$ cat src/rtl/ppu_pack_if.sv
// Streaming interface for ppu_pack: row start/config, opsum input stream,
// packed ofmap output stream and busy status.
interface ppu_pack_if #(
    parameter int DATA_BITS = 32
);
    logic                 ppu_en;
    logic [4:0]           cfg_shift;
    logic [7:0]           cfg_len;
    logic [DATA_BITS-1:0] opsum;
    logic                 opsum_valid;
    logic                 opsum_ready;
    logic [DATA_BITS-1:0] ofmap;
    logic                 ofmap_valid;
    logic                 ofmap_ready;
    logic                 ofmap_last;
    logic                 busy;

    modport master (
        output ppu_en, cfg_shift, cfg_len, opsum, opsum_valid, ofmap_ready,
        input  opsum_ready, ofmap, ofmap_valid, ofmap_last, busy
    );

    modport slave (
        input  ppu_en, cfg_shift, cfg_len, opsum, opsum_valid, ofmap_ready,
        output opsum_ready, ofmap, ofmap_valid, ofmap_last, busy
    );
endinterface

$ cat src/rtl/ppu_pack.sv
// Requantizes signed opsums (round-half-up shift, int8 saturate, +0x80 offset)
// and packs four uint8 results per ofmap word. Define PPU_RELU_EN to clamp negatives to 0.
module ppu_pack #(
    parameter int DATA_BITS = 32
) (
    input  logic        clk,
    input  logic        rst,
    ppu_pack_if.slave   bus
);
    localparam int WB = DATA_BITS + 1;

    localparam logic [1:0] IDLE    = 2'd0;
    localparam logic [1:0] COLLECT = 2'd1;
    localparam logic [1:0] SEND    = 2'd2;

    localparam logic signed [WB-1:0] SAT_HI = WB'(127);
    localparam logic signed [WB-1:0] SAT_LO = WB'(-128);

    logic [1:0]           state_reg;
    logic [4:0]           shift_reg;
    logic [7:0]           len_reg;
    logic [1:0]           byte_cnt_reg;
    logic [7:0]           elem_cnt_reg;
    logic [DATA_BITS-1:0] lane_reg;
    logic                 last_reg;

    logic                 accept;
    logic                 is_last_elem;
    logic                 word_done;
    logic signed [WB-1:0] rnd_val;
    logic signed [WB-1:0] t_val;
    logic signed [WB-1:0] r_val;
    logic [7:0]           sat_byte;
    logic [7:0]           byte_val;
    logic [DATA_BITS-1:0] lane_next;

    assign bus.opsum_ready = (state_reg == COLLECT);
    assign bus.ofmap_valid = (state_reg == SEND);
    assign bus.ofmap       = (state_reg == SEND) ? lane_reg : '0;
    assign bus.ofmap_last  = (state_reg == SEND) & last_reg;
    assign bus.busy        = (state_reg != IDLE);

    assign accept       = bus.opsum_valid & bus.opsum_ready;
    // len_reg of 0 encodes 256, so len-1 wraps naturally to 255.
    assign is_last_elem = (elem_cnt_reg == (len_reg - 8'd1));
    assign word_done    = (byte_cnt_reg == 2'd3) | is_last_elem;

    always_comb begin
        rnd_val = '0;
        if (shift_reg != 5'd0)
            rnd_val = WB'(1) << (shift_reg - 5'd1);
        t_val = $signed({bus.opsum[DATA_BITS-1], bus.opsum}) + rnd_val;
        r_val = t_val >>> shift_reg;
`ifdef PPU_RELU_EN
        if (r_val < 0)
            r_val = '0;
`endif
        if (r_val > SAT_HI)
            sat_byte = 8'h7F;
        else if (r_val < SAT_LO)
            sat_byte = 8'h80;
        else
            sat_byte = r_val[7:0];
        byte_val = sat_byte ^ 8'h80;
    end

    // Only the lane addressed by byte_cnt takes the new byte.
    generate
        for (genvar gi = 0; gi < DATA_BITS / 8; gi++) begin : g_lane
            assign lane_next[gi*8 +: 8] = (byte_cnt_reg == 2'(gi)) ? byte_val
                                                                    : lane_reg[gi*8 +: 8];
        end
    endgenerate

    always_ff @(posedge clk or posedge rst) begin
        if (rst) begin
            state_reg    <= IDLE;
            shift_reg    <= '0;
            len_reg      <= '0;
            byte_cnt_reg <= '0;
            elem_cnt_reg <= '0;
            lane_reg     <= '0;
            last_reg     <= 1'b0;
        end else begin
            case (state_reg)
                IDLE: begin
                    if (bus.ppu_en) begin
                        shift_reg    <= bus.cfg_shift;
                        len_reg      <= bus.cfg_len;
                        byte_cnt_reg <= '0;
                        elem_cnt_reg <= '0;
                        lane_reg     <= '0;
                        last_reg     <= 1'b0;
                        state_reg    <= COLLECT;
                    end
                end
                COLLECT: begin
                    if (accept) begin
                        lane_reg     <= lane_next;
                        byte_cnt_reg <= byte_cnt_reg + 2'd1;
                        elem_cnt_reg <= elem_cnt_reg + 8'd1;
                        if (word_done) begin
                            last_reg  <= is_last_elem;
                            state_reg <= SEND;
                        end
                    end
                end
                SEND: begin
                    if (bus.ofmap_ready) begin
                        lane_reg     <= '0;
                        byte_cnt_reg <= '0;
                        last_reg     <= 1'b0;
                        state_reg    <= last_reg ? IDLE : COLLECT;
                    end
                end
                default: state_reg <= IDLE;
            endcase
        end
    end
endmodule

$ cat src/flat_wrapper.sv
// flat-port wrapper written by rule: the top's interface ports become plain ports
module ppu_pack_flat 
#(
    parameter int DATA_BITS = 32
)
  (clk, rst, bus_ppu_en, bus_cfg_shift, bus_cfg_len, bus_opsum, bus_opsum_valid, bus_ofmap_ready, bus_opsum_ready, bus_ofmap, bus_ofmap_valid, bus_ofmap_last, bus_busy);
  ppu_pack_if #(.DATA_BITS(DATA_BITS)) bus_i ();
  input  logic clk;
  input  logic rst;
  input wire logic [$bits(bus_i.ppu_en)-1:0] bus_ppu_en;
  input wire logic [$bits(bus_i.cfg_shift)-1:0] bus_cfg_shift;
  input wire logic [$bits(bus_i.cfg_len)-1:0] bus_cfg_len;
  input wire logic [$bits(bus_i.opsum)-1:0] bus_opsum;
  input wire logic [$bits(bus_i.opsum_valid)-1:0] bus_opsum_valid;
  input wire logic [$bits(bus_i.ofmap_ready)-1:0] bus_ofmap_ready;
  output wire logic [$bits(bus_i.opsum_ready)-1:0] bus_opsum_ready;
  output wire logic [$bits(bus_i.ofmap)-1:0] bus_ofmap;
  output wire logic [$bits(bus_i.ofmap_valid)-1:0] bus_ofmap_valid;
  output wire logic [$bits(bus_i.ofmap_last)-1:0] bus_ofmap_last;
  output wire logic [$bits(bus_i.busy)-1:0] bus_busy;
  assign bus_i.ppu_en = bus_ppu_en;
  assign bus_i.cfg_shift = bus_cfg_shift;
  assign bus_i.cfg_len = bus_cfg_len;
  assign bus_i.opsum = bus_opsum;
  assign bus_i.opsum_valid = bus_opsum_valid;
  assign bus_i.ofmap_ready = bus_ofmap_ready;
  assign bus_opsum_ready = bus_i.opsum_ready;
  assign bus_ofmap = bus_i.ofmap;
  assign bus_ofmap_valid = bus_i.ofmap_valid;
  assign bus_ofmap_last = bus_i.ofmap_last;
  assign bus_busy = bus_i.busy;
  ppu_pack #(.DATA_BITS(DATA_BITS)) u_core (.clk(clk), .rst(rst), .bus(bus_i));
endmodule
$ cat config.mk
export PLATFORM = sky130hd
export DESIGN_NAME = ppu_pack_flat
export DESIGN_NICKNAME = d
export VERILOG_FILES = /design/src/rtl/ppu_pack_if.sv /design/src/rtl/ppu_pack.sv /design/src/flat_wrapper.sv
export SDC_FILE = /design/constraint.sdc
export NUM_CORES = 1
export LEC_CHECK = 0
export CAP_MARGIN = 10
export CORE_MARGIN = 5
export CORE_UTILIZATION = 50
export CTS_CLUSTER_SIZE = 40
export DETAILED_ROUTE_END_ITERATION = 10
export GPL_TIMING_DRIVEN = 0
export HOLD_SLACK_MARGIN = 0.02
export PLACE_DENSITY = 0.72
export RECOVER_POWER = 50
export SYNTH_ARGS = -nofsm -noshare
export SYNTH_HDL_FRONTEND = slang
export SYNTH_SLANG_ARGS = --single-unit
$ cat constraint.sdc
create_clock -name clk -period 16.6 [get_ports clk]
set_clock_uncertainty 0.05 [all_clocks]
set_input_delay 3.32 -clock clk [delete_from_list [all_inputs] [get_ports clk]]
set_output_delay 3.32 -clock clk [all_outputs]
set_load 0.05 [all_outputs]
### Clock network drawn from the DEF, run 1

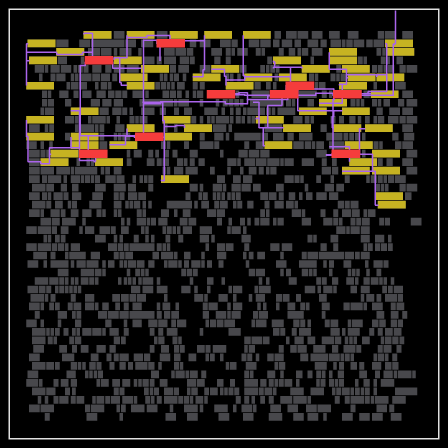
yellow -> flip-flops  # count 58
red -> cells driving clock nets  # count 9
purple -> clock wires  # length 825 microns
routed clock nets = 10

### Routing congestion, run 1

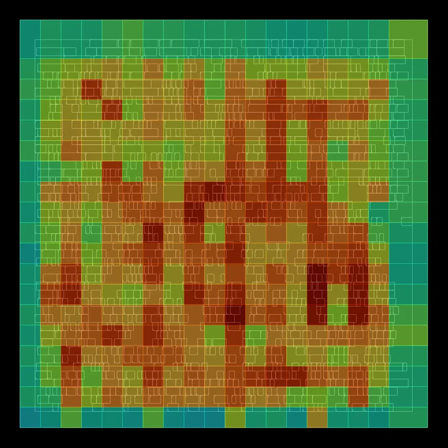
global-route track usage on met1: 47.15%
DR WL/cell: 21.35 microns
met2 GRT Util: 47.82%

==> notes.md, run 1 <==
Implementation results.

The start of the worst register-to-register path is u_core.shift_reg[2]$_DFFE_PP0P_. Clock latency on the worst-skew pair, taken at its later pin, is around 330 ps. After layout, the clock buffer instance count stands at 11. After routing, the total negative slack on setup checks comes to 0 ps.

In this run the cell area measured after placement is approximately 9200 sq um. sky130_fd_sc_hd__dfrtp_1 takes more of the synthesized area than any other cell. A synthesized cell averages between 7 and 8 sq um. The post-synth design cell area is 8085 sq um. Counting every net in the synthesized netlist gives 1209. The flip-flop count of the largest register after layout is 32. The capture point of the critical path is u_core.lane_reg[1]$_DFFE_PP0P_.

Per STA, the startpoint of the critical path is bus_opsum[16]. The area fraction in mux cells is under 10%. The number of flip-flops and latches is around 58. The diode insertion count for antenna repair is 0. The number of register bits inferred by synthesis is slightly below 60. By count the netlist is led by sky130_fd_sc_hd__nor2_1, sky130_fd_sc_hd__nand2_1, sky130_fd_sc_hd__a21oi_1.

The number of stages on the worst hold path is 2. The number of clock sinks is 58. The die is 137.2 microns wide. Counting tap cells, the placed design contains a total of about 1.4k instances.

The kind of end point of the critical path is a flip-flop. Per the gpl log, the routability congestion estimate is a little over 1. In this run the number of H-tree levels came out at 3.

The total tool warning count is 29. Of the available clock period, the critical path in the final layout requires 53.23%. Per the layout area report, the combinational fraction of cell area is 64.61%.

For this run, the number of standard cells in the final layout without fillers is between 1k and 1.5k. The highest ir drop seen on vdd is around 0.095 mV. The script parses the final routing iteration and logs DRC violations as 0.

The share of the synthesized area in the top cell type is between 10% and 20%. The utilization of the core after routing is about three fifths. The proportion of synthesized flip-flops having asynchronous set or reset is 100.0%. Buffers added to address setup during post-CTS repair amount to 0. The net count of the finished layout is between 1k and 1.5k. The run finished, with violations left.

The total wirelength of the detailed-routed design is between 30000 and 40000 microns. Per the post-place timing report, worst setup slack is approximately 8000 ps. STA lists the endpoint of the worst register-to-register path as u_core.lane_reg[1]$_DFFE_PP0P_. The last timing report of the flow puts the setup violation total at 0. The share of synthesized cell area in full adder, half adder and majority cells is approximately 6%. Per the TritonCTS log, the buffer count is 9.

After routing the design area is 9563 sq um. The startpoint identified for the worst hold timing path is u_core.lane_reg[31]$_DFFE_PP0P_. The achievable frequency is between 0.1 and 0.15 GHz. Yosys printed 0 warnings. The CTS tree is done. The cell type taking the most area is multi-input combinational cells. The number of buffers outside the clock class in the layout is 154. The main area contributors are sky130_fd_sc_hd__dfrtp_1, sky130_fd_sc_hd__nor2_1, sky130_fd_sc_hd__a21oi_1, sky130_fd_sc_hd__ha_1, sky130_fd_sc_hd__nand2_1. The max capacitance violation total is 1. Once iteration 0 of detailed routing completed, the report listed about 1.2k DRC markers. The overall die size recorded for this design is 18810 sq um.

On the final layout, the worst hold slack is roughly 430 ps. The number of inserted filler cells in the final layout is about 1.5k. The post-route netlist has about 8.3% of its cells at a drive strength greater than 1. The share of final layout cell area taken by clock buffers and inverters is ~3.7%. The maximum number of pins on one net before global-route repair is 37. The row count is ~46. After layout the signal buffers, clock cells excluded, come to about an eighth of cell area. For this run, the detailed router reports a per-instance via density of ~6.5.

The number of top-level pins is about 86. The count of different cell masters after synthesis is between 100 and 150. Global routing used 32.70% of the available tracks across all layers.

The max-slew check reports its worst relative slack as -27.96%. The type of element launching the critical path is a primary input. The checks that failed: capacitance limit, slew limit.

The total chip power is 1.919 mW. The clock passes through at most 2 buffers. The number of multi-input combinational cells in the layout is about 970. Across the whole layout, storage elements account for approximately 1500 sq um.

Post-CTS repair ended up resizing 0 cells. Total power normalized to cell area comes to between 200 and 250 nW/um^2. The synthesis run identifies the leading combinational cell family as AND-OR/OR-AND gates. The final-report max-slew violation count is 37.

The number of cell instances after yosys synthesis is ~1.1k. The synthesized design contains 0 enable-type register cells. The first detailed-routing pass ran for 5 iterations. Once detailed placement completed, the half-perimeter wirelength came to 24300 microns. After Yosys synthesis, and, or, nand and nor cells account for approximately 29% of the synthesized area. The initial utilization of the core area, before any placement, comes to 50.90%.

The detailed-route via count is ~9.4k. The type recorded for the worst min-delay path is flip-flop to flip-flop. The initial antenna violation count is 0.
### Selected gate families, run 1

Bar = 50 microns.
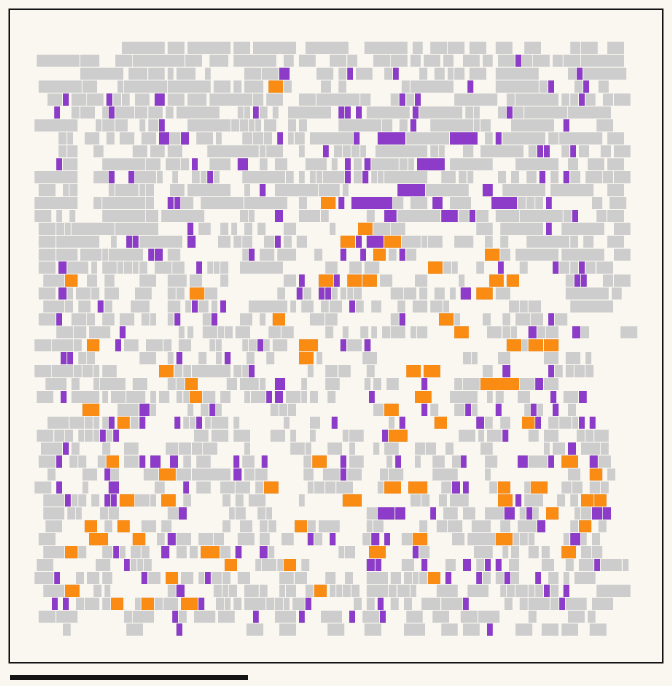
orange -> AND-OR and OR-AND gates  # cells 76
purple -> NOR gates  # cells 223, where all over the die

## run 1: layout by cell type, fill, tap and decap left out, drive strengths merged, types with 6 or more instances in the layout
master	count
nand4	20
nor2	170
o21a	17
o221ai	6
mux2i	13
o22ai	6
a21o	12
o21ai	81
inv	26
mux2	17
buf	35
nor3	34
nand2	105
nand3	31
clkbuf	45
a211o	16
or3	12
xor2	15
a31oi	12
a221oi	9
a21oi	105
ha	38
dfrtp	58
and2	45
o211ai	20
xnor2	22
nor4	10
a211oi	21
o31ai	6
a311oi	8
and3	10
clkdlybuf4s50	82
or2	7
## run 1: power breakdown
group	total (mW)	internal (mW)	leakage, nW	switching (mW)
combinational	1.46	0.491	2.95	0.967
sequential	0.244	0.204	0.685	0.0403
clock	0.217	0.154	0.176	0.0632
total	1.92	0.849	3.81	1.07
## run 1: critical path: stages
cell                              delay, ps
sky130_fd_sc_hd__clkdlybuf4s50_1        410
sky130_fd_sc_hd__ha_1                   300
sky130_fd_sc_hd__buf_2                  220
sky130_fd_sc_hd__a21oi_1                140
sky130_fd_sc_hd__o21ai_0                690
sky130_fd_sc_hd__a21oi_1                320
sky130_fd_sc_hd__a221o_1                440
sky130_fd_sc_hd__nor3_2                 330
sky130_fd_sc_hd__nand2_1                140
sky130_fd_sc_hd__a22o_1                 210
sky130_fd_sc_hd__a222oi_1               530
sky130_fd_sc_hd__nor2_1                 140
sky130_fd_sc_hd__or3_1                  380
sky130_fd_sc_hd__o41ai_1                400
sky130_fd_sc_hd__a41oi_1                390
sky130_fd_sc_hd__o21bai_1               450
sky130_fd_sc_hd__a21oi_1                220
## run 1: routing by layer
| layer | track usage [%] | share of wire (%) |
|---|---|---|
| met1 | 47.15 | 44 |
| met2 | 47.82 | 42 |
| met4 | 7.262 | 2.1 |
| met5 | 0 | 0 |
| met3 | 10.11 | 12 |
==> inputs of run 2 (changes only) <==
clock period = 9.14 ns   (was 16.6 ns; I/O delays follow)
### Routing congestion, run 2

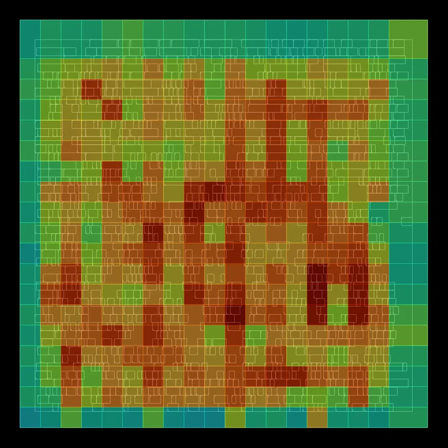
Post-Route Utilization: 60.20%
Tot GR Track Use: 32.70%
met3 GRT Util: 10.11%
grt peak-use layer: met2

==> notes.md, run 2 <==
Implementation results.

The diode insertion count for antenna repair is 0 (unchanged). The most numerous logic cell after layout is sky130_fd_sc_hd__nor2_1 (unchanged). Cell types with the highest counts after synthesis: sky130_fd_sc_hd__nor2_1, sky130_fd_sc_hd__nand2_1, sky130_fd_sc_hd__a21oi_1 (unchanged). The layout buffering overhead excluding clock cells was 12.64% (unchanged). The fraction of layout cells with a size suffix above 1 is 8.347% (unchanged).

Violations in the final reports: capacitance limit, slew limit (unchanged). The post-synth design cell area was 8085 sq um (unchanged). The slowest library cell on the worst path was sky130_fd_sc_hd__a311oi_1 (was sky130_fd_sc_hd__o21ai_0).

The maximum root-to-sink buffer count came to 2 (unchanged). The row count is 46 (unchanged). The max capacitance violation total was 1 (unchanged). The number of buffers outside the clock class in the layout was 154 (unchanged). The CTS H-tree depth is 3 (unchanged).

The source of the critical timing path is u_core.shift_reg[2]$_DFFE_PP0P_ (was bus_opsum[16]). The cell count after placement is 1422 (unchanged). The maximum number of pins on one net before global-route repair is 37 (unchanged).

The first-pass iteration count of the detailed router is 5 (unchanged). The buffer-and-inverter tally for the worst setup path is 8 (was 2). The TritonCTS buffer count is 9 (unchanged).

The worst stage delay on the critical path is 550 ps (was 690 ps). The cell occurring most often along the worst timing path is sky130_fd_sc_hd__clkbuf_1 (was sky130_fd_sc_hd__a21oi_1). The yosys synthesis warning count is 0 (unchanged). The share of the synthesized area in the top cell type is 17.95% (unchanged). The cell type taking the most area is multi-input combinational cells (unchanged). The number of register bits inferred by synthesis was 58 (unchanged).

The total tool warning count came to 29 (unchanged). The multi-input combinational area share is 64.61% (unchanged). The count of endpoints failing setup in the final report is 0 (unchanged). The filler-free cell count of the finished design was 1438 (unchanged). The overall die area is 18810 sq um (unchanged). The worst hold-check path type is flip-flop to flip-flop (unchanged). The number of clock sinks is 58 (unchanged). The count of clock-net buffers in the final layout is 11 (unchanged). The number of cell instances after yosys synthesis came to 1120 (unchanged). The average routed wire per standard cell is 21.35 microns (unchanged). The post-detailed-placement half-perimeter wirelength was 24300 microns (unchanged). The number of flip-flops and latches is 58 (unchanged). The final-report max-slew violation count is 37 (unchanged). The post-cts repair resize count came to 0 (unchanged). The total chip power is 3.486 mW (was 1.919 mW). The start of the worst register-to-register path is u_core.shift_reg[2]$_DFFE_PP0P_ (unchanged). The final design area excluding fillers is 9563 sq um (unchanged). The kind of end point of the critical path was a flip-flop (unchanged). The CTS tree is done (unchanged).

The die outline width is 137.2 microns (unchanged). The sequential cell area is 1451 sq um (unchanged). The power per cell area came to 364.5 nW/um^2 (was 200.7 nW/um^2). The detailed-route via count came to 9356 (unchanged). The sum of negative setup slack came to 0 ps (unchanged). Per the timing report, the achievable frequency comes out to 0.1202 GHz.

Top cells excl fill/tap: sky130_fd_sc_hd__nor2_1, sky130_fd_sc_hd__nand2_1, sky130_fd_sc_hd__a21oi_1, sky130_fd_sc_hd__clkdlybuf4s50_1, sky130_fd_sc_hd__o21ai_0 (unchanged). Run status: finished with violations (unchanged). The clock insertion delay at the later pin of the skew report is 330 ps (about the same).

Critical path cell sequence: clkbuf_1 -> clkbuf_1 -> clkbuf_1 -> buf_4 -> clkbuf_1 -> clkbuf_1 -> nand3_1 -> nor2_1 -> ha_1 -> buf_2 -> nand4_1 -> nor3_1 -> and4_1 -> or3_1 -> and2_1 -> buf_6 -> a211oi_1 -> a311oi_1 -> nand2_1 -> or3_1 -> o41ai_1 -> a41oi_1 -> o21bai_1 -> a21oi_1 (was clkdlybuf4s50_1 -> ha_1 -> buf_2 -> a21oi_1 -> o21ai_0 -> a21oi_1 -> a221o_1 -> nor3_2 -> nand2_1 -> a22o_1 -> a222oi_1 -> nor2_1 -> or3_1 -> o41ai_1 -> a41oi_1 -> o21bai_1 -> a21oi_1). The number of design rule violations left after detail routing came to 0 (unchanged). The highest ir drop seen on vdd came to 0.1718 mV (was 0.09457 mV). The total wirelength of the detailed-routed design was 30700 microns (unchanged). The count of different cell masters after synthesis came to 101 (unchanged).

The ratio of routed vias to standard cells was 6.506 (unchanged). The number of multi-input combinational cells in the layout was 967 (unchanged). The total placed instance area is 9226 sq um (unchanged). The category of cells accounting for the largest share of critical-path delay is buffers and inverters (was AND-OR/OR-AND gates). The post-route fraction of the period consumed by the critical path is roughly nine tenths. The share of final layout cell area taken by clock buffers and inverters came to 3.690% (unchanged).

The terminus of the critical flop-to-flop path was u_core.lane_reg[1]$_DFFE_PP0P_ (unchanged). The worst-case setup slack after placement came to 1393 ps (was 7769 ps). The proportion of synthesized flip-flops having asynchronous set or reset came to 100.0% (unchanged). The flip-flop count of the largest register after layout is 32 (unchanged).

The number of nets produced by synthesis is 1209 (unchanged). The number of inserted filler cells in the final layout was 1533 (unchanged). The initial standard-cell utilization of the core was 50.90% (unchanged). The pin slew with the least headroom to its limit was 1919 ps (unchanged). The type of element launching the critical path is a flip-flop (was primary input). The average size of a mapped cell came to 7.219 sq um (unchanged).

The number of buffers inserted by post-CTS setup repair is 0 (unchanged). The number of design-rule violations left by the first detailed-router iteration came to 1158 (unchanged).
### Clock network drawn from the DEF, run 2

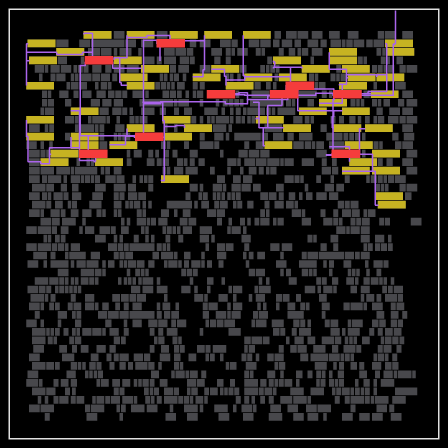
red -> cells driving clock nets  # count 9
yellow -> flip-flops  # count 58
purple -> clock wires  # length 825 microns
routed clock nets = 10

-- run 2: per-layer routing --
metal	vias to the layer above	part of all wire (%)	global-route usage (%)
met5	-	0	0
met4	0	2.1	7.262
met3	61	12	10.11
met2	505	42	47.82
met1	4424	44	47.15
li1	4366	-	-
-- run 2: worst min path at each step --
stage | startpoint | to | slack [ps] | cells past startpoint
2_1_floorplan | u_core.lane_reg[15]$_DFFE_PP0P_ | u_core.lane_reg[15]$_DFFE_PP0P_ | 390 | 2
3_3_place_gp | u_core.lane_reg[23]$_DFFE_PP0P_ | u_core.lane_reg[23]$_DFFE_PP0P_ | 410 | 2
3_5_place_dp | u_core.lane_reg[31]$_DFFE_PP0P_ | u_core.lane_reg[31]$_DFFE_PP0P_ | 420 | 2
4_1_cts | u_core.lane_reg[31]$_DFFE_PP0P_ | u_core.lane_reg[31]$_DFFE_PP0P_ | 430 | 2
5_1_grt | u_core.lane_reg[31]$_DFFE_PP0P_ | u_core.lane_reg[31]$_DFFE_PP0P_ | 460 | 2
6_report | u_core.lane_reg[31]$_DFFE_PP0P_ | u_core.lane_reg[31]$_DFFE_PP0P_ | 430 | 2
-- run 2: cell families (layout without fill, tap and decap cells) --
kind of cell / Yosys count / count (layout) / share of synthesized area [%]
flip-flops: 58 / 58 / 17.95
AND-OR/OR-AND: 384 / 384 / 32.47
XOR/XNOR: 37 / 37 / 4.008
buffers and inverters: 95 / 197 / 5.633
other: 1 / 1 / 0.04638
adder cells (fa/ha/maj): 39 / 39 / 6.128
multiplexers: 33 / 33 / 4.813
AND/OR/NAND/NOR: 473 / 473 / 28.95
-- run 2: power breakdown --
group          internal, mW  switching, mW  leakage, nW
logic                 0.891           1.76         2.95
clock network         0.280          0.115        0.176
registers             0.370         0.0732        0.685
Power is estimated from default activity; no workload was simulated.
